Fig. 1: metal layers overlaid
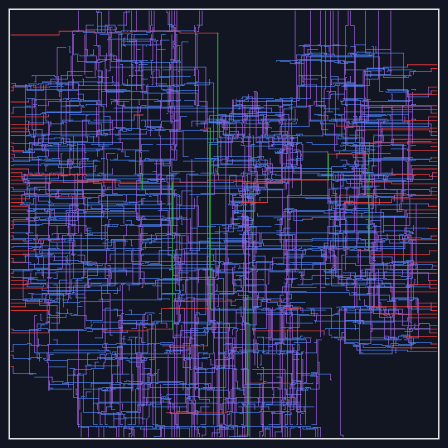
Fig. 2: the clock network
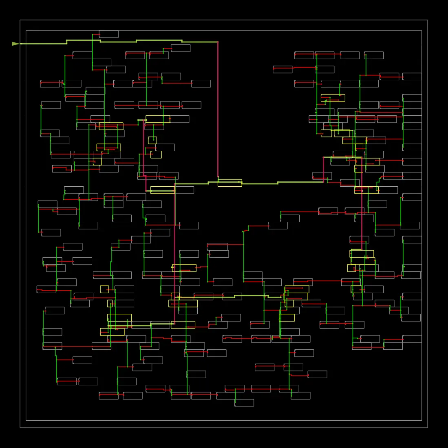
Fig. 3: selected gate families
Scale bar: 50 um.
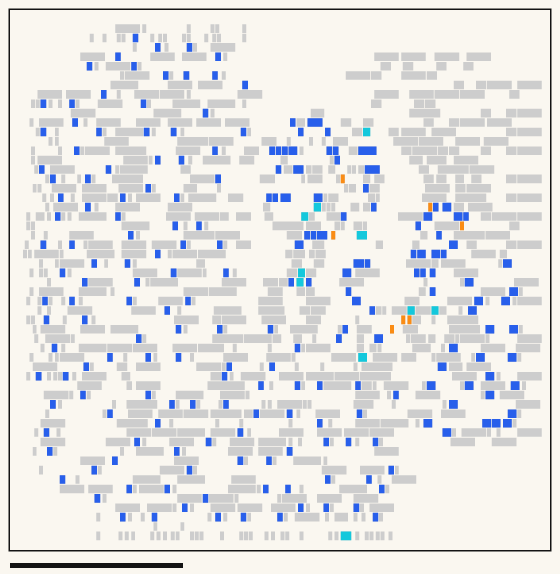
Fig. 4: sequential cells colored by netlist name
Other sequential cells in the stronger gray, the rest of the logic in the fainter gray.
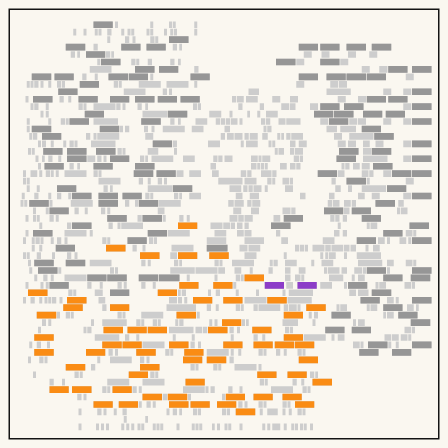
Fig. 5: ports around the boundary
Pins as bars across the die edge, other pins in gray.
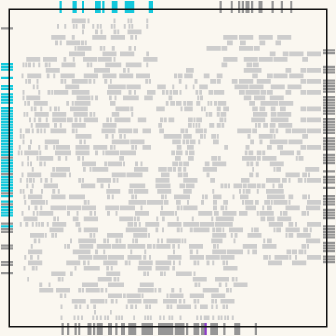
### src/rtl/tri_csa_resolve.sv
// Resolves a carry-save operand pair into a binary sum, CHUNK bits per cycle,
// with a valid/ready handshake on both sides.
module tri_csa_resolve #(
  parameter int WIDTH = 64,
  parameter int CHUNK = 16
) (
  input  logic             clk,
  input  logic             rst,
  input  logic             in_valid,
  output logic             in_ready,
  input  logic [WIDTH-1:0] in_sum,
  input  logic [WIDTH-1:0] in_car,
  input  logic             in_cin,
  output logic             out_valid,
  input  logic             out_ready,
  output logic [WIDTH-1:0] out_res,
  output logic             out_cout
);

  localparam int NCHUNK = WIDTH / CHUNK;
  localparam int KW     = (NCHUNK > 1) ? $clog2(NCHUNK) : 1;
  localparam logic [KW-1:0] K_LAST = KW'(NCHUNK - 1);

  typedef enum logic [1:0] {IDLE, ADD, DONE} state_t;

  state_t           state_q, state_d;
  logic [KW-1:0]    k_q, k_d;
  logic             c_q, c_d;
  logic [WIDTH-1:0] sum_q, sum_d;
  logic [WIDTH-1:0] car_q, car_d;
  logic [WIDTH-1:0] res_q, res_d;
  logic             cout_q, cout_d;
  logic [CHUNK:0]   chunk_add;
  logic [31:0]      base;
  logic             last_chunk;

  assign last_chunk = (k_q == K_LAST);

  always_ff @(posedge clk) begin
    if (rst) state_q <= IDLE;
    else     state_q <= state_d;
  end

  always_comb begin
    state_d = state_q;
    case (state_q)
      IDLE:    if (in_valid)   state_d = ADD;
      ADD:     if (last_chunk) state_d = DONE;
      DONE:    if (out_ready)  state_d = IDLE;
      default: state_d = IDLE;
    endcase
  end

  always_comb begin
    in_ready  = (state_q == IDLE);
    out_valid = (state_q == DONE);
  end

  // One CHUNK-wide ripple add per ADD cycle; unwritten result chunks keep old data.
  always_comb begin
    sum_d     = sum_q;
    car_d     = car_q;
    res_d     = res_q;
    cout_d    = cout_q;
    k_d       = k_q;
    c_d       = c_q;
    base      = 32'(k_q) * 32'(CHUNK);
    chunk_add = {1'b0, sum_q[base +: CHUNK]} + {1'b0, car_q[base +: CHUNK]}
              + {{CHUNK{1'b0}}, c_q};
    case (state_q)
      IDLE: begin
        if (in_valid) begin
          sum_d = in_sum;
          car_d = in_car;
          c_d   = in_cin;
          k_d   = '0;
        end
      end
      ADD: begin
        res_d[base +: CHUNK] = chunk_add[CHUNK-1:0];
        c_d                  = chunk_add[CHUNK];
        if (last_chunk) begin
          cout_d = chunk_add[CHUNK];
          k_d    = '0;
        end else begin
          k_d = k_q + KW'(1);
        end
      end
      default: ;
    endcase
  end

  always_ff @(posedge clk) begin
    if (rst) begin
      sum_q  <= '0;
      car_q  <= '0;
      res_q  <= '0;
      cout_q <= 1'b0;
      k_q    <= '0;
      c_q    <= 1'b0;
    end else begin
      sum_q  <= sum_d;
      car_q  <= car_d;
      res_q  <= res_d;
      cout_q <= cout_d;
      k_q    <= k_d;
      c_q    <= c_d;
    end
  end

  assign out_res  = res_q;
  assign out_cout = cout_q;

endmodule

### config.mk
export PLATFORM = sky130hd
export DESIGN_NAME = tri_csa_resolve
export DESIGN_NICKNAME = d
export VERILOG_FILES = /design/src/rtl/tri_csa_resolve.sv
export SDC_FILE = /design/constraint.sdc
export NUM_CORES = 1
export LEC_CHECK = 0
export CAP_MARGIN = 10
export CORE_MARGIN = 2
export CORE_UTILIZATION = 36
export CTS_CLUSTER_DIAMETER = 80
export DETAILED_ROUTE_END_ITERATION = 8
export DONT_BUFFER_PORTS = 1
export PLACE_DENSITY = 0.48
export SETUP_SLACK_MARGIN = 0.4
export SYNTH_ARGS = -nofsm -noshare
export SYNTH_HDL_FRONTEND = slang
export SYNTH_SLANG_ARGS = --single-unit
### constraint.sdc
create_clock -name clk -period 4.4 [get_ports clk]
set_input_delay 0.88 -clock clk [delete_from_list [all_inputs] [get_ports clk]]
set_output_delay 0.88 -clock clk [all_outputs]
set_load 0.005 [all_outputs]
==> out/results.txt <==
first-pass detailed-route iteration total = 5
area leader, netlist = dfxtp_1
max-slew violations = 0
yosys warning tally = 0
crit path DAT = 3910 ps
startpoint types = register
asr flop ratio synth = 0
Met3 Wirelength = 1600 um
yosys stat chip area = 8360 um^2
HP Start = car_q[52]
Max-Slew Margin vs Limit = 0.349
tool warnings = 33
post-cts repair resize count = 0
FF-to-FF Start = k_q[0]
R2R cell count = 9
via/cell ratio = 5.36
DR WL met2 = 10000 um
Unique cell types = 48
number of clock sinks = 198
crit path capture type = register
Commonest cells post-synth = 271 x nand2_1, 198 x dfxtp_1, 150 x a21oi_1
Leak = 0.00340 uW
simple-gate share of the synthesized area = 0.169
Main synth FF type = dfxtp_1
Synth top cell by count = nand2_1
first-pass GRT wire length = 35400 um
Avg Inst Size Synth = 8.93 um^2
EDFF count, synth = 0
Peak VDD IR = 0.211 mV
post-DP HPWL = 16700 um
DR DRC count = 0
CTS Hold Bufs = 0
Post-DP Area = 8530 um^2
row count = 55
DRT antenna net count = 0
ao+oa area frac = 0.187
largest net degree at the start of global routing = 170
Post-Route M1 WL = 11100 um
gpl congestion = 0.783
MUX share of area = 0.0889
Crit Path Class = reg -> reg
Post-Syn Nets = 1092
CP required = 4780 ps
critical path peak fanout = 23
post-layout period usage = 0.803
Hold/Removal Path Class = reg -> reg
Final min period = 3530 ps
Core Area = 22700 um^2
xor+xnor area frac = 0.0105
hold path depth = 2
Dominant comb cell = AND-OR/OR-AND gates
Synth Cell Area = 8360 um^2
Die Area = 24400 um^2
status = completed
Synth top area share = 0.474
vias in the first global route = 6173
total congestion overflow = 0
Final setup violation count = 0
clk buf depth = 2
Setup crit start = k_q[0]
Top cells excl fill/tap = 270 x nand2_1, 196 x dfxtp_1, 150 x a21oi_1, 37 x nor2_1, 34 x a22o_1
maxcap violations = 0
Synth area leaders = dfxtp_1 47%, nand2_1 12%, a21oi_1 9.0%
Area Growth Syn to Fin = 9.18%
PD cells = 432 nW/um^2
maximum clock rate = 283 MHz
CP max-delay cell = mux4_2
number of I/O pins = 200
Final Hold Fails = 0
htree depth = 4
Setup TNS Final = 0 ps
unrepaired setup endpoints after global routing = false
#FFs+latches synth = 198
Setup Skew = 9.31 ps
CP cell instances = buf_4, mux4_2, ha_1, a21o_1, a21oi_1, o211a_2, mux2_1, a211oi_2, a22o_1
CTS tree = yes
cell area after layout = 9120 um^2
slew at the pin with the worst max-slew slack = 977 ps
clk slew on worst S/H paths = 70 ps
Back to the opening pictures, Fig. 1:
- metal 2: purple (wire length 10000 um)
- metal 3: red (wire length 1600 um)
- metal 4: green (wire length 495 um)
- metal 1: blue (wire length 11100 um)
gr usage total: 0.190
routed via count: 6412
final WL: 23200 um
drt wl/cell: 19.4 um

Back to the opening pictures, Fig. 2:
seq_cells: 198
Inserted Clock Buffers: 17

Back to the opening pictures, Fig. 3:
- AND and OR gates: cyan (cells 10; most used and3_1)
- inverters: orange (cells 7; most used inv_1; where right middle)
- inverting AOI/OAI gates: blue (cells 205; most used a21oi_1; where all over the die)
Commonest Layout Cell: nand2_1
final std cells w/o fill: 1196

Back to the opening pictures, Fig. 4:
- `sum_q`: orange (sequential cells 64)
- `state_q`: purple (sequential cells 2)
- not colored: 132
Finished Core Util: 0.402
Flop+latch power: 1920 uW
FF/Latch Area: 3970 um^2
fraction of area in registers: 0.435

Back to the opening pictures, Fig. 5:
- `in_car`: cyan (pins 64; direction input; edge 46 left, 18 top)
- `in_ready`: purple (pins 1; direction output; edge bottom)
- all pins by edge: 59 left, 57 right, 54 bottom, 30 top
Die W: 156 um
die height: 156 um
IO Port Bufs: 0

[cells by family after synthesis]
| logic type | after synthesis |
|---|---|
| adders and majority gates | 23 |
| xor gates and xnor gates | 10 |
| DFF | 198 |
| muxes | 34 |
| AOI/OAI and AO/OA | 252 |
| and+or+nand+nor | 347 |
| buffers and inverters | 72 |
[final cells by class]
cell class	instances	area, um^2
fillers	2323	13600
multi-input cells	666	4120
flip-flops and latches	198	3970
clock buffers	17	425
well taps	285	357
clock inverters	15	170
repair buffers	8	60.1
inverters	7	26.3
[sequential cells by signal (all words and copies together), names as in the netlist]
signal	cells
car_q	64
out_res	64
sum_q	64
k_q	2
state_q	2
c_q	1
out_cout	1
[metal layers]
metal / vias up / track usage
met5: - / 0
met4: 0 / 0.0629
met3: 24 / 0.0507
met2: 183 / 0.281
met1: 3020 / 0.267
li1: 3185 / -
[per-stage QoR]
| step | total power, uW | utilization | hold slack, ps | std cells | setup WS [ps] |
|---|---|---|---|---|---|
| floorplan | 2290 | - | 433 | 936 | 546 |
| global placement | 2410 | 0.375 | 436 | 1164 | 872 |
| detailed placement | 2410 | 0.375 | 442 | 1164 | 857 |
| CTS | 3980 | 0.402 | 452 | 1196 | 838 |
| global route | 4110 | 0.402 | 474 | 1196 | 664 |
| finish | 3940 | 0.402 | 455 | 1196 | 868 |
[final timing paths]
kind | end | slack [ps]
worst max-delay path | out_res[27] | 870
worst min register to register | car_q[52] | 450
worst max register to register | out_res[27] | 870
worst min-delay path | car_q[52] | 450
[report_power, final]
group | switching, uW | internal, uW
clock | 770 | 809
combinational | 286 | 158
sequential | 48.0 | 1870
total | 1100 | 2840
[critical path, delay by kind of cell, from the launching register on]
kind	cells	cell delay (ps)
buf+inv	1	400
flops	1	530
compound gates	5	1290
mux	2	930
fa+ha+maj	1	310
Power and IR drop assume default switching activity.
